File: src/rtl/legv8_pkg.sv
// Shared LEGv8 definitions: opcode constants, operation kinds and the
// instruction-word encoder used by the loader and the control decoder.
package legv8_pkg;

  localparam int OPC_W   = 11;
  localparam int REG_W   = 5;
  localparam int DT_W    = 9;
  localparam int SHAMT_W = 6;
  localparam int OP2_W   = 2;

  localparam logic [OPC_W-1:0] OPC_LDUR = 11'b11111000010;
  localparam logic [OPC_W-1:0] OPC_STUR = 11'b11111000000;
  localparam logic [OPC_W-1:0] OPC_ADD  = 11'b10001011000;
  localparam logic [OPC_W-1:0] OPC_SUB  = 11'b11001011000;
  localparam logic [OPC_W-1:0] OPC_AND  = 11'b10001010000;
  localparam logic [OPC_W-1:0] OPC_ORR  = 11'b10101010000;

  typedef enum logic [2:0] {
    OP_LDUR = 3'd0,
    OP_STUR = 3'd1,
    OP_ADD  = 3'd2,
    OP_SUB  = 3'd3,
    OP_AND  = 3'd4,
    OP_ORR  = 3'd5
  } op_kind_e;

  typedef logic [REG_W-1:0] reg_idx_t;
  typedef logic [DT_W-1:0]  dt_addr_t;

  function automatic logic op_legal(logic [2:0] op);
    return op <= 3'd5;
  endfunction

  function automatic logic is_dformat(op_kind_e k);
    return (k == OP_LDUR) || (k == OP_STUR);
  endfunction

  function automatic logic [OPC_W-1:0] opcode_of(op_kind_e k);
    logic [OPC_W-1:0] opc;
    case (k)
      OP_LDUR: opc = OPC_LDUR;
      OP_STUR: opc = OPC_STUR;
      OP_ADD:  opc = OPC_ADD;
      OP_SUB:  opc = OPC_SUB;
      OP_AND:  opc = OPC_AND;
      OP_ORR:  opc = OPC_ORR;
      default: opc = '0;
    endcase
    return opc;
  endfunction

  // Illegal kinds encode to zero; callers are expected to drop them.
  function automatic logic [31:0] encode(logic [2:0] op, reg_idx_t rd, reg_idx_t rn,
                                         reg_idx_t rm, dt_addr_t imm);
    op_kind_e    k;
    logic [31:0] w;
    k = op_kind_e'(op);
    w = '0;
    if (op_legal(op)) begin
      if (is_dformat(k))
        w = {opcode_of(k), imm, {OP2_W{1'b0}}, rn, rd};
      else
        w = {opcode_of(k), rm, {SHAMT_W{1'b0}}, rn, rd};
    end
    return w;
  endfunction

endpackage

File: src/rtl/sync_fifo.sv
// Single-clock FIFO with registered occupancy; push is ignored when full and
// pop when empty, so callers may drive both without extra gating.
module sync_fifo #(
  parameter int WIDTH = 32,
  parameter int DEPTH = 4
) (
  input  logic                     clk,
  input  logic                     rst,
  input  logic                     push,
  input  logic [WIDTH-1:0]         wdata,
  input  logic                     pop,
  output logic [WIDTH-1:0]         rdata,
  output logic                     full,
  output logic                     empty,
  output logic [$clog2(DEPTH):0]   count
);

  localparam int AW = $clog2(DEPTH);
  localparam logic [AW:0] FULL_CNT = (AW+1)'(DEPTH);

  logic [WIDTH-1:0] mem [DEPTH];
  logic [AW-1:0]    wr_ptr;
  logic [AW-1:0]    rd_ptr;
  logic             do_push;
  logic             do_pop;

  assign full    = (count == FULL_CNT);
  assign empty   = (count == '0);
  assign do_push = push && !full;
  assign do_pop  = pop && !empty;
  assign rdata   = mem[rd_ptr];

  always_ff @(posedge clk) begin
    if (rst) begin
      wr_ptr <= '0;
      rd_ptr <= '0;
      count  <= '0;
    end else begin
      if (do_push) wr_ptr <= wr_ptr + 1'b1;
      if (do_pop)  rd_ptr <= rd_ptr + 1'b1;
      case ({do_push, do_pop})
        2'b10:   count <= count + 1'b1;
        2'b01:   count <= count - 1'b1;
        default: count <= count;
      endcase
    end
  end

  // Storage is not reset; the pointers alone define what is valid.
  always_ff @(posedge clk) begin
    if (do_push) mem[wr_ptr] <= wdata;
  end

endmodule

File: src/rtl/instr_encoder.sv
// Encodes symbolic LEGv8 instructions, buffers them and writes them
// sequentially into instruction memory starting at BASE_ADDR.
module instr_encoder #(
  parameter int FIFO_DEPTH = 4,
  parameter int ADDR_W     = 8,
  parameter int BASE_ADDR  = 0
) (
  input  logic              clk,
  input  logic              rst,
  input  logic              start,
  input  logic              finish,
  input  logic              in_valid,
  output logic              in_ready,
  input  logic [2:0]        in_op,
  input  logic [4:0]        in_rd,
  input  logic [4:0]        in_rn,
  input  logic [4:0]        in_rm,
  input  logic [8:0]        in_imm,
  output logic              imem_we,
  input  logic              imem_ready,
  output logic [ADDR_W-1:0] imem_addr,
  output logic [31:0]       imem_wdata,
  output logic              done,
  output logic              err,
  output logic              wrap,
  output logic [ADDR_W:0]   words_written
);

  import legv8_pkg::*;

  localparam int CW = $clog2(FIFO_DEPTH) + 1;

  localparam logic [1:0] S_IDLE  = 2'd0;
  localparam logic [1:0] S_RUN   = 2'd1;
  localparam logic [1:0] S_DRAIN = 2'd2;
  localparam logic [1:0] S_DONE  = 2'd3;

  logic [1:0]    state;
  logic [1:0]    state_nxt;
  logic          active;
  logic          accept;
  logic          legal;
  logic          push;
  logic          wr_done;
  logic          start_ok;
  logic          drained;
  logic [31:0]   enc_word;
  logic [31:0]   fifo_rdata;
  logic          fifo_full;
  logic          fifo_empty;
  logic [CW-1:0] fifo_count;

  assign active   = (state == S_RUN) || (state == S_DRAIN);
  assign in_ready = (state == S_RUN) && !fifo_full;
  assign accept   = in_valid && in_ready;
  assign legal    = op_legal(in_op);
  assign push     = accept && legal;
  assign enc_word = encode(in_op, in_rd, in_rn, in_rm, in_imm);

  assign imem_we    = active && !fifo_empty;
  assign imem_wdata = imem_we ? fifo_rdata : 32'd0;
  assign wr_done    = imem_we && imem_ready;

  assign start_ok = start && ((state == S_IDLE) || (state == S_DONE));
  assign done     = (state == S_DONE);

  // Leave DRAIN in the same cycle the final word is accepted by memory.
  assign drained = fifo_empty || ((fifo_count == CW'(1)) && wr_done);

  sync_fifo #(
    .WIDTH (32),
    .DEPTH (FIFO_DEPTH)
  ) u_fifo (
    .clk   (clk),
    .rst   (rst),
    .push  (push),
    .wdata (enc_word),
    .pop   (wr_done),
    .rdata (fifo_rdata),
    .full  (fifo_full),
    .empty (fifo_empty),
    .count (fifo_count)
  );

  always_comb begin
    state_nxt = state;
    case (state)
      S_IDLE, S_DONE: if (start_ok) state_nxt = S_RUN;
      S_RUN:          if (finish)   state_nxt = S_DRAIN;
      S_DRAIN:        if (drained)  state_nxt = S_DONE;
      default:        state_nxt = S_IDLE;
    endcase
  end

  always_ff @(posedge clk) begin
    if (rst) begin
      state         <= S_IDLE;
      imem_addr     <= '0;
      err           <= 1'b0;
      wrap          <= 1'b0;
      words_written <= '0;
    end else begin
      state <= state_nxt;
      if (start_ok) begin
        imem_addr     <= ADDR_W'(BASE_ADDR);
        err           <= 1'b0;
        wrap          <= 1'b0;
        words_written <= '0;
      end else begin
        if (accept && !legal) err <= 1'b1;
        if (wr_done) begin
          imem_addr     <= imem_addr + 1'b1;
          words_written <= words_written + 1'b1;
          if (&imem_addr) wrap <= 1'b1;
        end
      end
    end
  end

endmodule
File: config.mk
export PLATFORM = sky130hd
export DESIGN_NAME = instr_encoder
export DESIGN_NICKNAME = d
export VERILOG_FILES = /design/src/rtl/legv8_pkg.sv /design/src/rtl/sync_fifo.sv /design/src/rtl/instr_encoder.sv
export SDC_FILE = /design/constraint.sdc
export NUM_CORES = 1
export LEC_CHECK = 0
export CAP_MARGIN = 20
export CORE_UTILIZATION = 30
export CTS_CLUSTER_DIAMETER = 60
export DETAILED_ROUTE_END_ITERATION = 6
export PLACE_DENSITY = 0.53
export SYNTH_ARGS = -nofsm -noshare
export SYNTH_HDL_FRONTEND = slang
export SYNTH_SLANG_ARGS = --single-unit
File: constraint.sdc
create_clock -name clk -period 2.6 [get_ports clk]
set_input_delay 0.26 -clock clk [delete_from_list [all_inputs] [get_ports clk]]
set_output_delay 0.26 -clock clk [all_outputs]
set_load 0.01 [all_outputs]
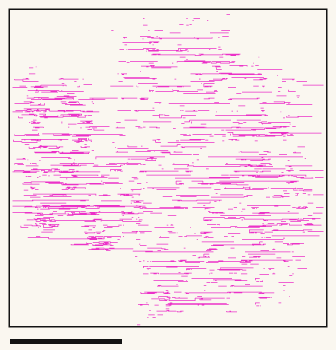
**Above:** run 1 (the metal 1 layer).
The bar under the picture is 50 um long.
share of all routed wire: 44%
longest straight run: 42.3 um
main direction: horizontal
wirelength, routed: 12000 um
Vias: 3346
routing usage on met1: 0.155

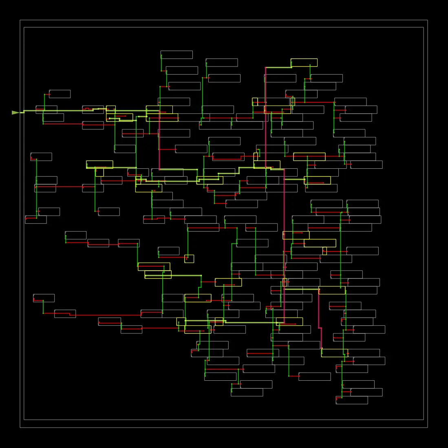
**Above:** run 1 (clock routing).
Clock Skew: 9.34 ps
flop count: 134
Inserted Clock Buffers: 17

==> results.txt, run 1 <==
run results: Post CTS Setup Buffer Count=0, synthesized-area fraction occupied by ao, oa, aoi and oai cells=0.0290, DRT met1 WL=5240 um, Clock Buffer Count=17, area post-placement=0.00703 mm2, horizontal die dimension=141 um, diode insertion count for antenna repair=0, kind of end point of the critical path=output pin, transition time of the tightest slew-check pin=516 ps, post-synthesis sequential area ratio=0.640, Met3 Wirelength=793 um, leading cell type in the layout, fill and taps excluded=edfxtp_1, number of warnings in the stage logs=34, hold-critical path endpoint=err, hold-fix buffer count after cts=0, Setup violations, final=0, uppermost layer routed=met4, WP buf/inv=3, Crit path largest cell delay=550 ps, Leak Pwr=3.07 nW, share of power burned in registers=0.390, post-cts sizing count=3, register containing the most flip-flops in the final layout=u_fifo.mem, number of DRC markers in iteration 0=113, number of flops mapped to enable cells by yosys=104, post-synthesis cell type with the largest combined area=edfxtp_1, Clk pwr share=0.384, tally of buffers added on design ports=81, Final period util=0.911, portion of total power attributed to combinational logic=0.226, number of nets in the layout=529, mean instance size in the synthesized netlist=15.2 um2, Reg clk slew, reported paths=60 ps, maximum operating frequency=422 MHz, number of sinks driven by the clock tree=134, number of logic gates=216, filler cell count=1735, highest net fanout along the worst path=27, layer with the highest usage=met2, routed wl met2=5880 um, leading registers by flop count=u_fifo.mem x104, words_written x9, imem_addr x8, critical path arrival=2110 ps, io pins=87, main kind of combinational logic by area=simple AND/OR/NAND/NOR gates, internal cell power=4.71 mW, met3 usage in global routing=0.0465, top power consumer group=sequential cells, via count normalized by instance count=4.43, WHS=471 ps, fraction of synthesis flops using an asynchronous set or reset pin=0, Post-synth area hogs=edfxtp_1 54%, dfxtp_1 10%, mux4_2 10%, post-placement worst setup slack=378 ps, total power draw=6.39 mW, number of global-route vias before repair=3625, multiplexer share of the synthesized area=0.115, area occupied by registers=0.00373 mm2, area fraction in and, or, nand and nor cells=0.123, total count of max-transition violations in the final report=0, combinational-cell power consumption=1.45 mW, most frequently placed logic cells in the final layout=104 x edfxtp_1, 54 x clkdlybuf4s50_1, 44 x and2_1, power drawn by the clock network=2.45 mW, die footprint=0.0200 mm2, VDD IR max=0.000541 V, count of nets left with antenna violations after detail routing=0, unrepaired setup endpoints after global routing=no, fraction of synthesized cell area taken by the top area cell type=0.537, cell area after technology mapping=0.00582 mm2, Largest register FFs=104, Cell Count Post-Placement=723, FF-to-FF Start=state[0], depth of the worst register-to-register path=7, DRC=0, Routability Congestion=0.724, critical path depth in cells=5, Max Root-Sink Buffers=2, effective utilization at floorplan=0.309, area reported by Yosys stat=0.00582 mm2, half-perimeter wire length after placement=7870 um, most used standard cells in the synthesized netlist=104 x edfxtp_1, 44 x and2_1, 30 x dfxtp_1, wire per inst=15.9 um, vertical die size=141 um, filler-free cell count of the finished design=755, cell with the largest stage delay on the worst path=clkdlybuf4s50_1, combinational share of cell area=0.249, net switching component of the power=1.67 mW, Crit path max-delay family=buffers and inverters, power per unit of standard cell area=828 mW/mm2, minimum clock period=2370 ps, proportion of layout cells with a drive suffix above 1=0.180, Final Util=0.410, count of cells along the worst hold path=2, post-route worst setup slack=231 ps, Synth Area in XOR/XNOR=0.0286, critical path data required time=2340 ps, beginning of the critical path=state[0], type of the tightest min-delay check=reg2reg, total negative setup slack=0 ps, reported sequential group power=2.49 mW, Worst R2R Setup Slack=440 ps, CP Launch Type=register, Adder-Cell Fraction of Synth Area=0.0301, Slew headroom=0.652, Dominant flop cell=edfxtp_1, area-dominant cell class after layout=flip-flops and latches, Total Routing Usage GR=0.130, HP Start=err, leftover overflow at the end of global routing=0, Seq/total area=0.483, synthesized instance count=382, fraction of area in clock buffers and inverters=0.0793, number of H-tree levels=4, layout inverter count without the clock tree=12, worst-path cell chain=inv_1, ha_2, nor2_2, buf_12, clkdlybuf4s50_1, number of antenna violations at the first check in global routing=0, # Cells Yosys=382, RR Endpoint=u_fifo.count[2], number of max-capacitance violations reported=0, number of library cell types mapped by synthesis=41, run status=complete, no violations, TritonCTS clock tree=yes, number of well-tap cells placed=260, Comb area=0.00192 mm2, number of hold violations in the final report=0, number of iterations in the first detailed-routing pass=4, final standard cell area without fillers=0.00771 mm2, Critical Setup Path Class=reg2out, clk ins delay skew pair=420 ps, M2 GR Usage=0.219, wire length of the first global-routing pass=19300 um, count of synthesis-stage warnings from yosys=0, largest net degree at the start of global routing=28, Flops after synth=134, Std-Cell Core Area=0.0188 mm2, crit path to=imem_we, buffer cell driving the clock tree root=clkbuf_16, Layout non-clock buf frac=0.141
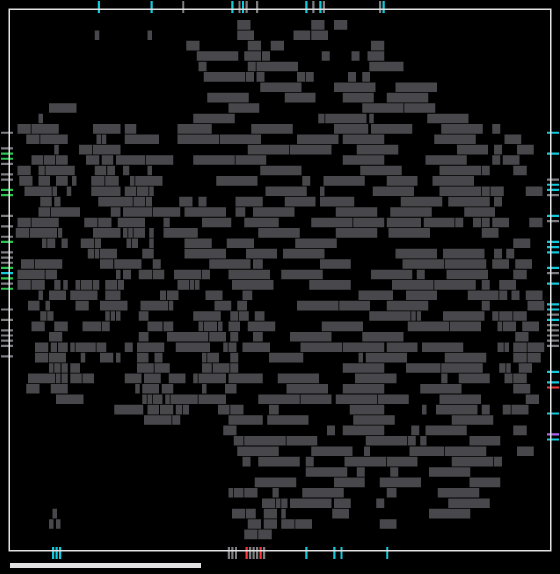
**Above:** run 1 (I/O pins on the die edge).
The bar under the picture is 50 um long. Pins as bars across the die edge, other pins in gray.
| color | port | pins | direction | edge |
|---|---|---|---|---|
| green | imem_addr | 8 | output | west |
| red | in_op | 3 | input | 2 south, 1 east |
| cyan | imem_wdata | 32 | output | 17 east, 7 south, 7 north, 1 west |
| purple | imem_we | 1 | output | east |

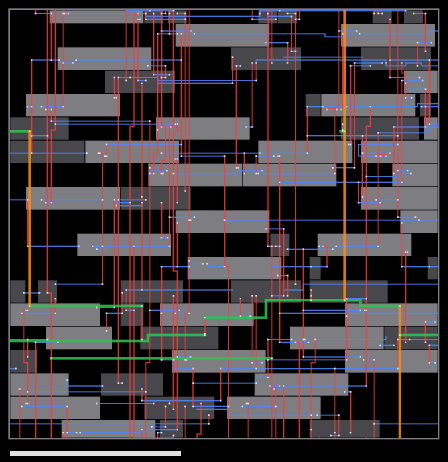
**Above:** run 1 (layout detail).
The bar under the picture is 20 um long. Window x 46 to 96, y 74 to 124 um. Cells in gray, sequential cells in the stronger gray; small squares are vias.
| color | layer |
|---|---|
| blue | metal 1 |
| green | metal 3 |
| orange | metal 4 |
| red | metal 2 |
netlist names of flops here include: u_fifo.mem (28)
most frequent: edfxtp_1 (28), and2_1 (8), mux4_2 (8)
sequential cells in the window: 30
cells with their middle in the window: 59

==> inputs of run 2 (changes only) <==
--- a/config.mk
+++ b/config.mk
@@ -6,10 +6,13 @@
 export NUM_CORES = 1
 export LEC_CHECK = 0
 export CAP_MARGIN = 20
+export CELL_PAD_IN_SITES_DETAIL_PLACEMENT = 1
+export CELL_PAD_IN_SITES_GLOBAL_PLACEMENT = 2
 export CORE_UTILIZATION = 30
-export CTS_CLUSTER_DIAMETER = 60
+export CTS_CLUSTER_DIAMETER = 120
 export DETAILED_ROUTE_END_ITERATION = 6
-export PLACE_DENSITY = 0.53
+export GPL_ROUTABILITY_DRIVEN = 1
+export PLACE_DENSITY = 0.69
 export SYNTH_ARGS = -nofsm -noshare
 export SYNTH_HDL_FRONTEND = slang
 export SYNTH_SLANG_ARGS = --single-unit
==> run 2 against run 1 <==
Compared with the run above: power decreased by 0.25%; clock power about the same; synthesized cell count unchanged; register-to-register slack about the same; non-clock buffer count decreased by 1.
==> results.txt, run 2 <==
run results: run status=complete, no violations, Inserted Clock Buffers=17 (unchanged), leading registers by flop count=u_fifo.mem x104, words_written x9, imem_addr x8, Synth Area in XOR/XNOR=0.0286 (unchanged), io pins=87 (unchanged), minimum clock period=2370 ps (-3.68 ps), largest net degree at the start of global routing=28 (unchanged), WHS=482 ps (+10.9 ps), count of synthesis-stage warnings from yosys=0 (unchanged), area post-placement=0.00703 mm2 (-0.11%), via count normalized by instance count=4.50 (+1.5%), WP buf/inv=3 (unchanged), Slew headroom=0.634 (-0.0188), fraction of area in clock buffers and inverters=0.0782 (-0.00113), synthesized instance count=382 (unchanged), number of well-tap cells placed=260 (unchanged), multiplexer share of the synthesized area=0.115 (unchanged), met3 usage in global routing=0.0469 (+0.000340), Critical Setup Path Class=reg2out, synthesized-area fraction occupied by ao, oa, aoi and oai cells=0.0290 (unchanged), leftover overflow at the end of global routing=0 (unchanged), Leak Pwr=3.07 nW (about the same), number of iterations in the first detailed-routing pass=4 (unchanged), post-synthesis sequential area ratio=0.640 (unchanged), DRT met1 WL=5720 um (+9.1%), portion of total power attributed to combinational logic=0.228 (+0.002), fraction of synthesized cell area taken by the top area cell type=0.537 (unchanged), Vias=3391 (+1.3%), half-perimeter wire length after placement=8660 um (+10%), number of DRC markers in iteration 0=128 (+13%), fraction of synthesis flops using an asynchronous set or reset pin=0 (unchanged), number of nets in the layout=528 (-0.19%), count of cells along the worst hold path=2 (unchanged), layout inverter count without the clock tree=12 (unchanged), flop count=134 (unchanged), filler cell count=1916 (+10%), Met3 Wirelength=615 um (-22%), worst-path cell chain=inv_1, ha_1, nor2b_2, nor2_2, buf_12, clkdlybuf4s50_1, wire length of the first global-routing pass=20800 um (+7.8%), effective utilization at floorplan=0.309 (unchanged), # Cells Yosys=382 (unchanged), post-cts sizing count=3 (unchanged), area occupied by registers=0.00373 mm2 (about the same), Routability Congestion=0.751 (+3.7%), unrepaired setup endpoints after global routing=no, top power consumer group=sequential cells, Crit path largest cell delay=550 ps (about the same), final standard cell area without fillers=0.00770 mm2 (-0.21%), power per unit of standard cell area=828 mW/mm2 (about the same), Flops after synth=134 (unchanged), VDD IR max=0.000412 V (-24%), Max Root-Sink Buffers=2 (unchanged), number of hold violations in the final report=0 (unchanged), Clk pwr share=0.380 (-0.004), combinational-cell power consumption=1.45 mW (about the same), buffer cell driving the clock tree root=clkbuf_16, total negative setup slack=0 ps (unchanged), number of H-tree levels=4 (unchanged), cell with the largest stage delay on the worst path=clkdlybuf4s50_1, horizontal die dimension=141 um (unchanged), internal cell power=4.64 mW (-1.6%), hold-fix buffer count after cts=0 (unchanged), number of flops mapped to enable cells by yosys=104 (unchanged), count of nets left with antenna violations after detail routing=0 (unchanged), FF-to-FF Start=state[1], Layout non-clock buf frac=0.140 (-0.000676), crit path to=imem_we, area fraction in and, or, nand and nor cells=0.123 (unchanged), number of logic gates=216 (unchanged), transition time of the tightest slew-check pin=544 ps (+28.0 ps), number of global-route vias before repair=3700 (+2.1%), number of antenna violations at the first check in global routing=1 (+1), number of library cell types mapped by synthesis=41 (unchanged), beginning of the critical path=u_fifo.count[0], wirelength, routed=13000 um (+7.8%), tally of buffers added on design ports=81 (unchanged), most used standard cells in the synthesized netlist=104 x edfxtp_1, 44 x and2_1, 30 x dfxtp_1, number of max-capacitance violations reported=0 (unchanged), hold-critical path endpoint=err, Dominant flop cell=edfxtp_1, proportion of layout cells with a drive suffix above 1=0.186 (+0.00644), net switching component of the power=1.73 mW (+3.4%)
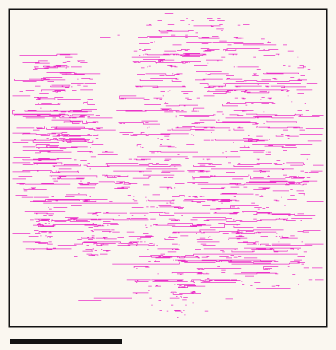
**Above:** run 2 (the metal 1 layer).
The bar under the picture is 50 um long.
longest straight run: 46.5 um
wire length on this layer: 5720 um

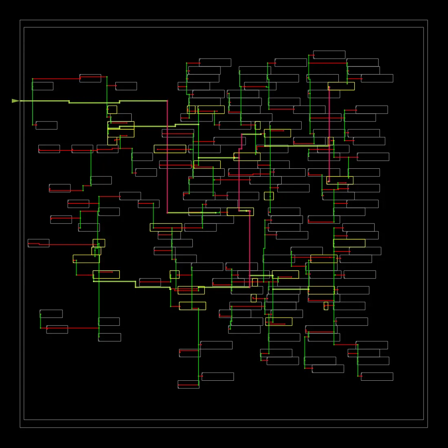
**Above:** run 2 (clock routing).
Clock Buffer Count: 17
number of sinks driven by the clock tree: 134

==> inputs of run 3 (changes only) <==
--- a/config.mk
+++ b/config.mk
@@ -8,11 +8,12 @@
 export CAP_MARGIN = 20
 export CELL_PAD_IN_SITES_DETAIL_PLACEMENT = 1
 export CELL_PAD_IN_SITES_GLOBAL_PLACEMENT = 2
+export CORE_MARGIN = 4
 export CORE_UTILIZATION = 30
 export CTS_CLUSTER_DIAMETER = 120
 export DETAILED_ROUTE_END_ITERATION = 6
 export GPL_ROUTABILITY_DRIVEN = 1
-export PLACE_DENSITY = 0.69
+export PLACE_DENSITY_LB_ADDON = 0.1
 export SYNTH_ARGS = -nofsm -noshare
 export SYNTH_HDL_FRONTEND = slang
 export SYNTH_SLANG_ARGS = --single-unit
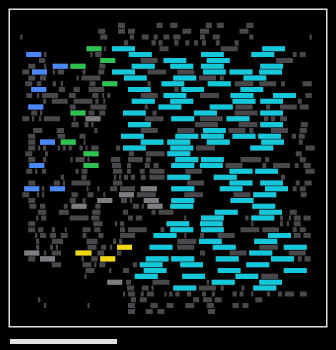
**Above:** run 3 (sequential cells colored by netlist name).
The bar under the picture is 50 um long.
| color | signal | flops |
|---|---|---|
| blue | words_written | 9 |
| green | imem_addr | 8 |
| yellow | u_fifo.count | 3 |
| cyan | u_fifo.mem | 104 |
not colored: 10
area occupied by registers: 0.00373 mm2
Seq/total area: 0.485
reported sequential group power: 2.49 mW
Final Util: 0.407

==> run 3 against run 2 <==
Compared with the run above: first-iteration DRC count decreased by 54%; worst setup slack got worse by 130 ps; combinational power grew 7%; synthesized cell count is the same; via count is 0.97% lower; power rose by 0.56%; routed wire length grew 1.2%; register-to-register slack got worse by 20 ps; die area rose by 8.7%; largest cell class unchanged.
==> results.txt, run 3 <==
run results: synthesized-area fraction occupied by ao, oa, aoi and oai cells=0.0290 (unchanged), wire length of the first global-routing pass=20600 um (-0.90%), Setup violations, final=0, number of antenna violations at the first check in global routing=0 (-1), Critical Setup Path Class=reg2out, crit path to=imem_wdata[18], standard-cell row count=50, largest net degree at the start of global routing=27 (-3.6%), Routability Congestion=0.695 (-7.4%), io pins=87 (unchanged), number of nets in the layout=531 (+0.57%), half-perimeter wire length after placement=8530 um (-1.5%), Synth Area in XOR/XNOR=0.0286 (unchanged), transition time of the tightest slew-check pin=550 ps (+5.83 ps), number of DRC markers in iteration 0=59 (-54%), via count normalized by instance count=4.44 (-1.2%), beginning of the critical path=state[0], Met3 Wirelength=588 um (-4.4%), number of flops mapped to enable cells by yosys=104 (unchanged), Post-synth area hogs=edfxtp_1 54%, dfxtp_1 10%, mux4_2 10%, run status=complete, no violations, Dominant flop cell=edfxtp_1, total count of max-transition violations in the final report=0, count of cells along the worst hold path=2 (unchanged), count of nets left with antenna violations after detail routing=0 (unchanged), CP Launch Type=register, Cell Count Post-Placement=722, layout inverter count without the clock tree=12 (unchanged), Clock Buffer Count=18 (+1), Inserted Clock Buffers=17 (unchanged), effective utilization at floorplan=0.308 (-0.00102), post-cts sizing count=19 (+16), filler cell count=1955 (+2.0%), count of synthesis-stage warnings from yosys=0 (unchanged), cell with the largest stage delay on the worst path=clkdlybuf4s50_1, hold-fix buffer count after cts=0 (unchanged), Layout non-clock buf frac=0.140 (+0.000183), most used standard cells in the synthesized netlist=104 x edfxtp_1, 44 x and2_1, 30 x dfxtp_1, number of hold violations in the final report=0 (unchanged), area fraction in and, or, nand and nor cells=0.123 (unchanged), leftover overflow at the end of global routing=0 (unchanged), Max Root-Sink Buffers=2 (unchanged), portion of total power attributed to combinational logic=0.242 (+0.014), horizontal die dimension=147 um (+4.2%), number of sinks driven by the clock tree=134 (unchanged), WHS=477 ps (-4.07 ps), internal cell power=4.67 mW (+0.71%), tally of buffers added on design ports=81 (unchanged), flop count=134 (unchanged), VDD IR max=0.000448 V (+8.8%), number of iterations in the first detailed-routing pass=4 (unchanged), number of library cell types mapped by synthesis=41 (unchanged), wirelength, routed=13100 um (+1.2%), worst-path cell chain=inv_1, ha_2, nor2_4, buf_12, and2_1, clkdlybuf4s50_1, buffer cell driving the clock tree root=clkbuf_16, Leak Pwr=2.87 nW (-6.3%), minimum clock period=2500 ps (+131 ps), area post-placement=0.00703 mm2 (unchanged), Crit path largest cell delay=530 ps (-20 ps), synthesized instance count=382 (unchanged), number of H-tree levels=4 (unchanged), fraction of synthesis flops using an asynchronous set or reset pin=0 (unchanged), fraction of area in clock buffers and inverters=0.0762 (-0.00201), proportion of layout cells with a drive suffix above 1=0.188 (+0.00127), number of max-capacitance violations reported=0 (unchanged), unrepaired setup endpoints after global routing=no, met3 usage in global routing=0.0435 (-0.00338), net switching component of the power=1.73 mW (+0.17%), FF-to-FF Start=state[0], top power consumer group=sequential cells, number of global-route vias before repair=3756 (+1.5%), Clk pwr share=0.369 (-0.011), hold-critical path endpoint=err, uppermost layer routed=met4, diode insertion count for antenna repair=0, final standard cell area without fillers=0.00769 mm2 (-0.13%), # Cells Yosys=382 (unchanged), DRT met1 WL=5740 um (+0.35%), leading registers by flop count=u_fifo.mem x104, words_written x9, imem_addr x8, Clock Skew=7.57 ps, Vias=3358 (-0.97%), WP buf/inv=3 (unchanged), wire per inst=17.4 um, fraction of synthesized cell area taken by the top area cell type=0.537 (unchanged), power per unit of standard cell area=834 mW/mm2 (+0.69%), critical path arrival=2240 ps, DRC=0, Final period util=0.960, number of logic gates=216 (unchanged), post-synthesis sequential area ratio=0.640 (unchanged), combinational-cell power consumption=1.55 mW (+7%), Slew headroom=0.630 (-0.00393), Flops after synth=134 (unchanged), total negative setup slack=0 ps (unchanged)
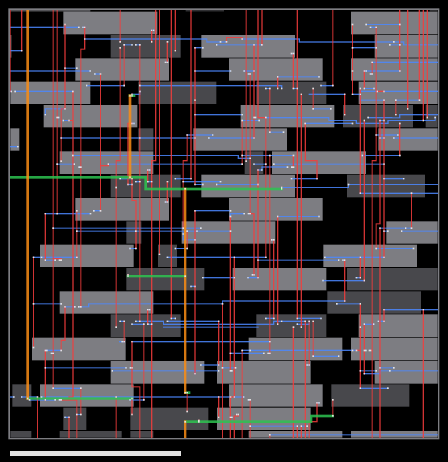
**Above:** run 3 (layout detail).
The bar under the picture is 20 um long. Window x 49 to 99, y 78 to 128 um. Cells in gray, sequential cells in the stronger gray; small squares are vias.
| color | layer |
|---|---|
| red | metal 2 |
| blue | metal 1 |
| orange | metal 4 |
| green | metal 3 |
most frequent: edfxtp_1 (34), mux4_2 (6), clkbuf_16 (5)
cells with their middle in the window: 54
netlist names of flops here include: u_fifo.mem (34)
sequential cells in the window: 34

Power and IR drop assume default switching activity.
